--- src/rtl/argmax_pkg.sv ---
// Shared defaults and types for the argmax classifier.
// ARGMAX_RELU_EN clamps negative scores to zero before they are compared.
package argmax_pkg;
  localparam int N_CLASS_DEF = 10;
  localparam int DW_DEF = 22;
  localparam int IDX_W = 4;

  typedef enum logic [1:0] {
    IDLE,
    SCAN,
    DONE
  } state_t;
endpackage

--- src/rtl/argmax_cmp.sv ---
// Score conditioning and strict-greater compare against the running best.
// ARGMAX_RELU_EN clamps negative scores to zero.
module argmax_cmp
  import argmax_pkg::*;
#(
  parameter int DW = DW_DEF
) (
  input  logic signed [DW-1:0] din,
  input  logic signed [DW-1:0] best,
  input  logic                 first,
  output logic                 take,
  output logic signed [DW-1:0] score
);
`ifdef ARGMAX_RELU_EN
  assign score = din[DW-1] ? '0 : din;
`else
  assign score = din;
`endif

  // Strict compare keeps the lowest index on ties.
  assign take = first || (score > best);
endmodule

--- src/rtl/argmax_classifier.sv ---
// Streams N_CLASS signed scores and reports the index of the largest.
// Build with ARGMAX_RELU_EN to clamp negative scores to zero.
module argmax_classifier
  import argmax_pkg::*;
#(
  parameter int N_CLASS = N_CLASS_DEF,
  parameter int DW = DW_DEF
) (
  input  logic                 clk,
  input  logic                 rst,
  input  logic                 start,
  input  logic signed [DW-1:0] din,
  input  logic                 din_valid,
  output logic                 busy,
  output logic                 done,
  output logic [IDX_W-1:0]     digit,
  output logic signed [DW-1:0] max_score
);
  localparam int CW = (N_CLASS > 1) ? $clog2(N_CLASS) : 1;

  state_t                state;
  logic [CW-1:0]         cnt;
  logic signed [DW-1:0]  best;
  logic [IDX_W-1:0]      best_idx;
  logic signed [DW-1:0]  score;
  logic                  take;
  logic                  last;

  assign last = (cnt == CW'(N_CLASS - 1));

  argmax_cmp #(.DW(DW)) u_cmp (
    .din   (din),
    .best  (best),
    .first (cnt == '0),
    .take  (take),
    .score (score)
  );

  always_ff @(posedge clk or posedge rst) begin
    if (rst) begin
      state     <= IDLE;
      cnt       <= '0;
      best      <= '0;
      best_idx  <= '0;
      busy      <= 1'b0;
      done      <= 1'b0;
      digit     <= '0;
      max_score <= '0;
    end else begin
      done <= 1'b0;
      case (state)
        IDLE: begin
          if (start) begin
            state <= SCAN;
            cnt   <= '0;
            busy  <= 1'b1;
          end
        end
        SCAN: begin
          if (start) begin
            cnt <= '0;
          end else if (din_valid) begin
            if (take) begin
              best     <= score;
              best_idx <= IDX_W'(cnt);
            end
            // Results are registered here so they are visible in DONE.
            if (last) begin
              state     <= DONE;
              busy      <= 1'b0;
              done      <= 1'b1;
              digit     <= take ? IDX_W'(cnt) : best_idx;
              max_score <= take ? score : best;
            end else begin
              cnt <= cnt + 1'b1;
            end
          end
        end
        DONE: begin
          if (start) begin
            state <= SCAN;
            cnt   <= '0;
            busy  <= 1'b1;
          end else begin
            state <= IDLE;
          end
        end
        default: state <= IDLE;
      endcase
    end
  end
endmodule

--- config.mk ---
export PLATFORM = sky130hd
export DESIGN_NAME = argmax_classifier
export DESIGN_NICKNAME = d
export VERILOG_FILES = /design/src/rtl/argmax_pkg.sv /design/src/rtl/argmax_cmp.sv /design/src/rtl/argmax_classifier.sv
export SDC_FILE = /design/constraint.sdc
export NUM_CORES = 1
export LEC_CHECK = 0
export CORE_MARGIN = 3
export CORE_UTILIZATION = 31
export DETAILED_ROUTE_END_ITERATION = 7
export PLACE_DENSITY = 0.62
export SETUP_SLACK_MARGIN = 0.2
export SYNTH_ARGS = -nofsm -noshare
export SYNTH_HDL_FRONTEND = slang
export SYNTH_SLANG_ARGS = --single-unit
--- constraint.sdc ---
create_clock -name clk -period 2.4 [get_ports clk]
set_input_delay 0.48 -clock clk [delete_from_list [all_inputs] [get_ports clk]]
set_output_delay 0.48 -clock clk [all_outputs]
set_load 0.03 [all_outputs]
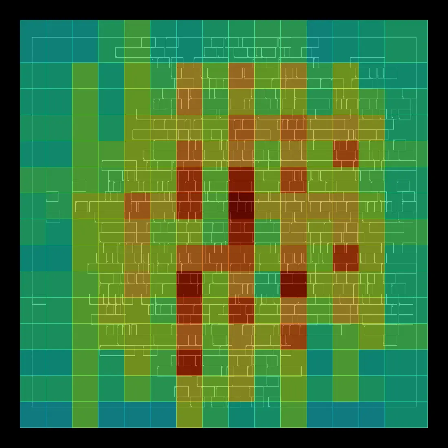
*Routing congestion map, run 1*
Final Util: 0.512
met2 GRT Util: 0.242
gr usage total: 0.143

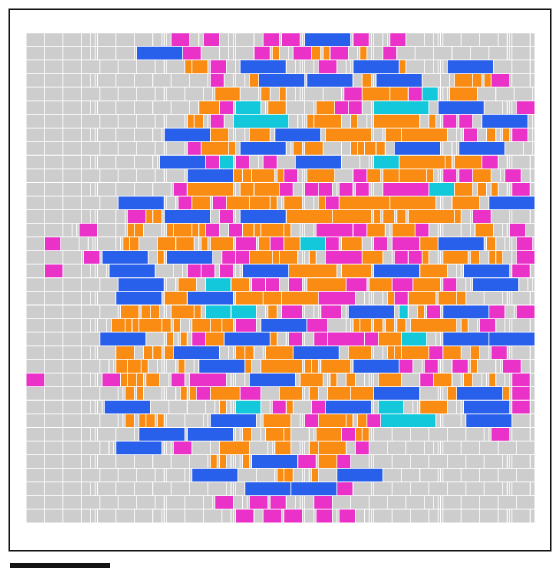
*Placed cells, one colour a class, run 1*
The bar under the picture is 20 um long. Fill, decap, tap and diode cells in grey.
Key: other buffers and delay cells = magenta [cells 133]; clock drivers and dummy loads = cyan [cells 16]; flip-flops = blue [cells 60]; all other logic = orange [cells 232]

==> impl_metrics.ini, run 1 <==
; generated from flow reports
[status]
status = complete, but fails checks
failed_checks = setup timing

[worst_setup_path]
worstPathRequired_ns = 2.62
cp.depth = 12
worst-setup-path-type = in -> reg
rrSetupSlack_ns = -0.16
crit_path_max_fanout = 5
crit_path_start_kind = input pin
crit_family = buffers and inverters
r2r_end = best[15]
cp.arrival_ns = 2.79
crit_chain = dlygate4sd2_1 > ha_4 > nand4_1 > buf_4 > nor2_4 > a22oi_2 > and4_4 > o31ai_4 > buf_6 > nand2_8 > buf_8 > mux2_4
crit_end = best[15]

[final_layout]
lay_top_cells = 65 x buf_4, 60 x dfrtp_1, 32 x a21oi_1, 31 x clkdlybuf4s50_1, 28 x nor2_1
logic_gates = 199
logic_area_sq_mm = 0.00183
fin_cells = 574
sh_comb_area = 0.360
area_share_nonclk_buffers = 0.240
buffers = 133
fillerInstances = 877
nets = 487
syn2layout_area_growth_pct = 58.3
lay_top_count = buf_4
final_area_sq_mm = 0.00510
diodes = 0
clkCellAreaFrac = 0.0488
seqCellArea_sq_mm = 0.00150

[timing]
fin_crit_ns = 2.57
setup_ws_ns = -0.168
fin_crit_sh = 1.07
finalSetupViolations = 50
clock_skew_ns = 0.0110
tns_ns = -6.03

[floorplanning]
core-area_sq_mm = 0.00995
die_x_um = 108
ios = 54
rows = 36
taps = 133
die_y_um = 108
dieArea_sq_mm = 0.0116

[clocking]
clk_latency_ns = 0.35
cts_resized = 48
clk_pin_slew_ns = 0.07
cts_buffers = 9
hold_buffers = 0
cts.sinks = 60
cts_tree = done

[global_routing]
grt_pass1_wl_mm = 13.1
antenna_found_initial = 0

[synthesis]
synth_area_sq_mm = 0.00322
yosysWarnings = 0
yosys_cells = 301
synth-edff-count = 0
yosys.area_share.simple = 0.0933
ys_seq_frac = 0.466
synthMuxAreaShare = 0.179
synthAoiAreaFrac = 0.108
xor_share = 0
async_flop_share = 1.00
ff_type = dfrtp_1
fa_ha_area_frac = 0.0972
synthCells = 301

[power_and_ir_drop]
powerComb_mw = 2.26
sw_frac_of_total = 0.324
p_per_area_mw_per_mm2 = 936
ir_drop_uv = 339
p_clk_frac = 0.243

[routing]
wirelength_mm = 7.93
drt_iter0_drc = 78
dr_wl_met3_um = 330
ant_nets = 0
wl_met1_mm = 3.53
wl_met2_mm = 3.98
routed.top_layer = met4
num_vias = 2626

[flow_run]
warnings = 31
cap_violations = 0

[place]
gp_congestion = 0.765
placed_area_sq_mm = 0.00439
place.port_buffers = 53

[worst_hold_path]
hold_class = in -> async
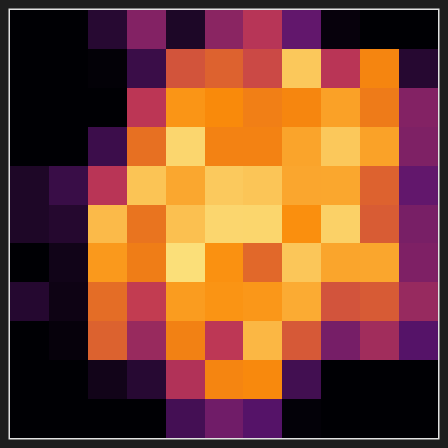
*Local utilization, run 1*
The die is cut into 11 by 11 equal tiles; black is low, pale yellow is high, 0 to 100% covered.
The mean over all tiles is 42%. The densest ninth of the die: centre. 24% of the tiles are nearly empty. The emptiest ninth of the die: upper left. 25% of the tiles are over 75% full. The fullest tile reaches 93%.

run 1: cell usage after synthesis (2+ instances only):
library cell  count  share of area
nand2_1          17          0.020
inv_1            32          0.037
clkbuf_1          5         0.0058
buf_4             2         0.0047
a21oi_1          37          0.058
nor3_1            6         0.0093
mux2_4           16          0.075
nand2b_1          2         0.0039
mux2_2            5          0.017
nor2b_1           2         0.0039
mux2i_1          28          0.087
o21ai_0           7          0.011
ha_1             25          0.097
nand3_1           5         0.0078
buf_6             2         0.0070
nand4_1           4         0.0078
nor2_1           29          0.034
dfrtp_1          60           0.47
run 1: stage by stage:
step	hold WS [ns]	worst slack, ns
2_1_floorplan	0.445	-0.138
3_3_place_gp	0.473	-0.764
3_5_place_dp	0.471	-0.814
4_1_cts	0.360	-0.148
5_1_grt	0.355	-0.264
6_report	0.381	-0.168
==> run 2: changes to the inputs <==
--- a/config.mk
+++ b/config.mk
@@ -6,9 +6,9 @@
 export NUM_CORES = 1
 export LEC_CHECK = 0
 export CORE_MARGIN = 3
-export CORE_UTILIZATION = 31
+export CORE_UTILIZATION = 45
 export DETAILED_ROUTE_END_ITERATION = 7
-export PLACE_DENSITY = 0.62
+export PLACE_DENSITY = 0.81
 export SETUP_SLACK_MARGIN = 0.2
 export SYNTH_ARGS = -nofsm -noshare
 export SYNTH_HDL_FRONTEND = slang
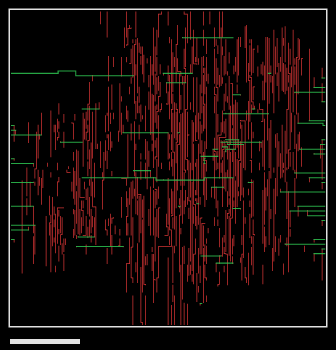
*Metal layers overlaid, run 2*
The bar under the picture is 20 um long. Only two layers are drawn.
Key: met2 = red [wire length 4,330 um]; met3 = green [wire length 371 um]

==> impl_metrics.ini, run 2 <==
; generated from flow reports
[status]
status = complete, but fails checks
failed_checks = setup timing

[synthesis]
top_cells_by_area = dfrtp_1 47%, ha_1 9.7%, mux2i_1 8.7%, mux2_4 7.5%, a21oi_1 5.8%
top_area_cell = dfrtp_1
ys_seq_frac = 0.466
async_flop_share = 1.00
synthTopCellsByCount = 60 x dfrtp_1, 37 x a21oi_1, 32 x inv_1
synthCells = 301
ff_type = dfrtp_1
yosysMostFrequentCell = dfrtp_1
top_area_frac = 0.466
yosysWarnings = 0
synth-edff-count = 0
yosys_cells = 301
synth_area_sq_mm = 0.00322

[floorplanning]
dieArea_sq_mm = 0.00820
taps = 96
rows = 30
ios = 54
core-area_sq_mm = 0.00687
die_y_um = 90.6

[final_layout]
area_share_nonclk_buffers = 0.219
buffers = 111
fin_cells = 515
seqCellArea_sq_mm = 0.00150
clkCellAreaFrac = 0.0353
diodes = 0
syn2layout_area_growth_pct = 48.5
fin_util = 0.696
logic_gates = 199
sh_comb_area = 0.380
lay_top_count = dfrtp_1
lay_top_cells = 60 x dfrtp_1, 47 x buf_4, 36 x clkdlybuf4s50_1, 32 x a21oi_1, 29 x inv_1
num-nonclk-inverters = 33
fillerInstances = 472
logic_area_sq_mm = 0.00182
final_area_sq_mm = 0.00478

[flow_run]
cap_violations = 0
warnings = 31

[timing]
tns_ns = -16.30
hold_ws_ns = 0.468
finalSetupViolations = 52
clock_skew_ns = 0.00958
fin_crit_sh = 1.17
fin_crit_ns = 2.81
setup_ws_ns = -0.405

[worst_setup_path]
crit_chain = inv_1 > ha_4 > nand4_1 > buf_4 > nor2_4 > a22oi_2 > and4_4 > o31ai_4 > buf_6 > buf_12 > mux2i_1 > a21oi_1
crit_path_start_kind = flop
rrSetupSlack_ns = -0.41
worst-setup-path-type = reg -> reg
crit_family = buffers and inverters
worstPathRequired_ns = 2.62
cp.depth = 12
crit_end = max_score[21]
cp.arrival_ns = 3.03
crit_path_max_fanout = 9
r2r_end = max_score[21]

[clocking]
cts_buffers = 9
clk_pin_slew_ns = 0.07
cts_tree = done
hold_buffers = 0
clk_latency_ns = 0.35
cts.sinks = 60

[routing]
dr_wl_met3_um = 370
num_vias = 2716
wirelength_mm = 8.47
routed.top_layer = met4
dr.pass1.iters = 4
wl_met2_mm = 4.33
ant_nets = 0
drt_iter0_drc = 158

[global_routing]
grt_pass1_wl_mm = 13.3
grt.total_usage = 0.199
grt_use_met2 = 0.342
antenna_found_initial = 0

[place]
placed_area_sq_mm = 0.00427
gp_congestion = 0.827
place.port_buffers = 53
post-place-ws_ns = -0.808

[power_and_ir_drop]
ir_drop_uv = 464
total_power_mw = 4.43
p_per_area_mw_per_mm2 = 926

[worst_hold_path]
hold_class = in -> reg
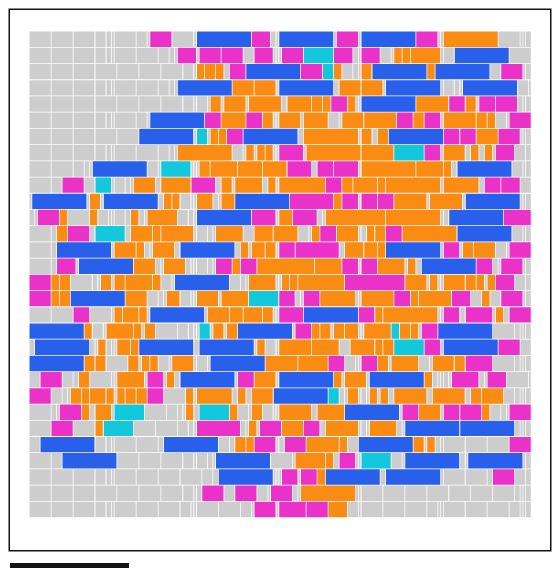
*Placed cells, one colour a class, run 2*
The bar under the picture is 20 um long. Fill, decap, tap and diode cells in grey.
Key: all other logic = orange [cells 232]; other buffers and delay cells = magenta [cells 111]; flip-flops = blue [cells 60]; clock drivers and dummy loads = cyan [cells 16]

[run 2: cell counts after synthesis]
No cell type changed its count.
[run 2: repair_timing]
action / in CTS / in global routing
gates cloned: 1 / 0
buffers inserted: 5 / 10
endpoints found under the setup margin: 52 / 52
gates resized: 35 / 26
pin swaps: 23 / 19
[run 2: kinds of logic after synthesis]
group / synth area share
buf+inv: 0.0560
fa+ha+maj: 0.0972
simple gates: 0.0933
compound gates: 0.108
flops: 0.466
mux: 0.179
[run 2: power by group]
group          switching (mW)  internal, mW  leakage, nW
clock                   0.401         0.395       0.0889
sequential              0.147          1.22        0.772
combinational            1.01          1.25         1.55
total                    1.55          2.87         2.41
==> run 3: changes to the inputs <==
--- a/config.mk
+++ b/config.mk
@@ -9,6 +9,7 @@
 export CORE_UTILIZATION = 45
 export DETAILED_ROUTE_END_ITERATION = 7
 export PLACE_DENSITY = 0.81
+export RECOVER_POWER = 25
 export SETUP_SLACK_MARGIN = 0.2
 export SYNTH_ARGS = -nofsm -noshare
 export SYNTH_HDL_FRONTEND = slang
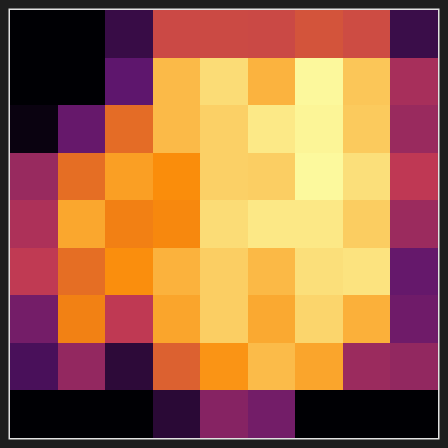
*Local utilization, run 3*
The die is cut into 9 by 9 equal tiles; black is low, pale yellow is high, 0 to 100% covered.
12% of the tiles are nearly empty. The fullest tile reaches 99%. 43% of the tiles are over 75% full. The mean over all tiles is 57%. The densest ninth of the die: centre. The emptiest ninth of the die: upper left.
Final Util: 0.696
core area: 0.00687 sq mm

==> impl_metrics.ini, run 3 <==
; generated from flow reports
[floorplanning]
die_y_um = 90.6
taps = 96
dieArea_sq_mm = 0.00820
die_x_um = 90.6
ios = 54
rows = 30

[synthesis]
top_cells_by_area = dfrtp_1 47%, ha_1 9.7%, mux2i_1 8.7%, mux2_4 7.5%, a21oi_1 5.8%
yosysMostFrequentCell = dfrtp_1
synthMuxAreaShare = 0.179
synth-edff-count = 0
fa_ha_area_frac = 0.0972
yosys.area_share.simple = 0.0933
synth_area_sq_mm = 0.00322
top_area_cell = dfrtp_1
synthAoiAreaFrac = 0.108
synthTopCellsByCount = 60 x dfrtp_1, 37 x a21oi_1, 32 x inv_1
ys_seq_frac = 0.466
top_area_frac = 0.466
xor_share = 0
ff_type = dfrtp_1
yosysWarnings = 0
synthCells = 301

[worst_setup_path]
crit_family = buffers and inverters
rrSetupSlack_ns = -0.40
r2r_end = max_score[21]
cp.depth = 12
crit_path_max_fanout = 9
crit_path_start_kind = flop
cp.arrival_ns = 3.03
worstPathRequired_ns = 2.62

[timing]
clock_skew_ns = 0.00959
fin_crit_ns = 2.80
finalSetupViolations = 52
setup_ws_ns = -0.405
hold_ws_ns = 0.469
fin_crit_sh = 1.17
hold_viol = 0
tns_ns = -16.30

[status]
failed_checks = setup timing
status = complete, but fails checks

[power_and_ir_drop]
ir_drop_uv = 464
total_power_mw = 4.43
p_per_area_mw_per_mm2 = 926

[clocking]
clk_pin_slew_ns = 0.07
cts.sinks = 60
clk_latency_ns = 0.35
hold_buffers = 0
cts_tree = done
cts_buffers = 9

[final_layout]
seqCellArea_sq_mm = 0.00150
lay_top_cells = 60 x dfrtp_1, 46 x buf_4, 35 x clkdlybuf4s50_1, 32 x a21oi_1, 30 x inv_1
nets = 465
buffers = 111
area_share_nonclk_buffers = 0.219
num-nonclk-inverters = 33
diodes = 0
seq_share = 0.314
lay_top_count = dfrtp_1
fin_cells = 515
syn2layout_area_growth_pct = 48.5
sh_comb_area = 0.381
clkCellAreaFrac = 0.0353
fillerInstances = 473
logic_gates = 199

[flow_run]
warnings = 31
cap_violations = 0

[place]
gp_congestion = 0.827
place.port_buffers = 53
placed_area_sq_mm = 0.00427
post-place-ws_ns = -0.808

[routing]
routed.top_layer = met4
wl_met2_mm = 4.33
wl_met1_mm = 3.49
dr.pass1.iters = 4
ant_nets = 0
dr_wl_met3_um = 379
drt_iter0_drc = 156

[worst_hold_path]
hold_class = in -> reg

[global_routing]
grt_pass1_wl_mm = 13.3
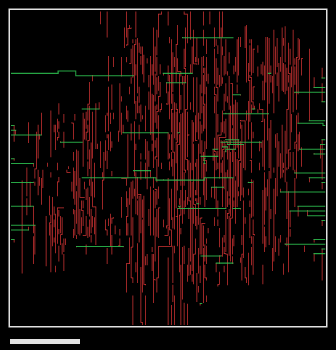
*Metal layers overlaid, run 3*
The bar under the picture is 20 um long. Only two layers are drawn.
Key: met3 = green [wire length 380 um]; met2 = red [wire length 4,330 um]
drt wl/cell: 16.4 um
gr usage total: 0.199
final WL: 8.47 mm
Via Count: 2,714

run 3: repair_timing:
action                     4_1_cts  5_1_grt
pin swaps                       23       19
gates resized                   35       26
cloned                           1        0
setup endpoints to repair       52       52
setup buffers                    5       10
run 3: worst max-delay path by stage:
stage                               end      from
after floorplan                 best[4]   din[21]
after global placement    max_score[16]   din[17]
after detailed placement  max_score[18]   din[17]
after CTS                      best[12]  best[17]
after global routing      max_score[21]  best[21]
final                     max_score[21]  best[21]
run 3: cells by family (layout without fill, tap and decap cells):
family,count (synthesis),after routing
compound gates,57,57
fa+ha+maj,25,25
buf+inv,42,160
flops,60,60
mux,49,49
simple gates,68,68
run 3: where the power goes:
group	internal, mW	total (mW)	switching [mW]
Sequential	1.22	1.37	0.147
Combinational	1.25	2.26	1.01
Clock	0.395	0.796	0.401
Total	2.87	4.43	1.55
No activity file was given, so power comes from the tool's default toggle rates.
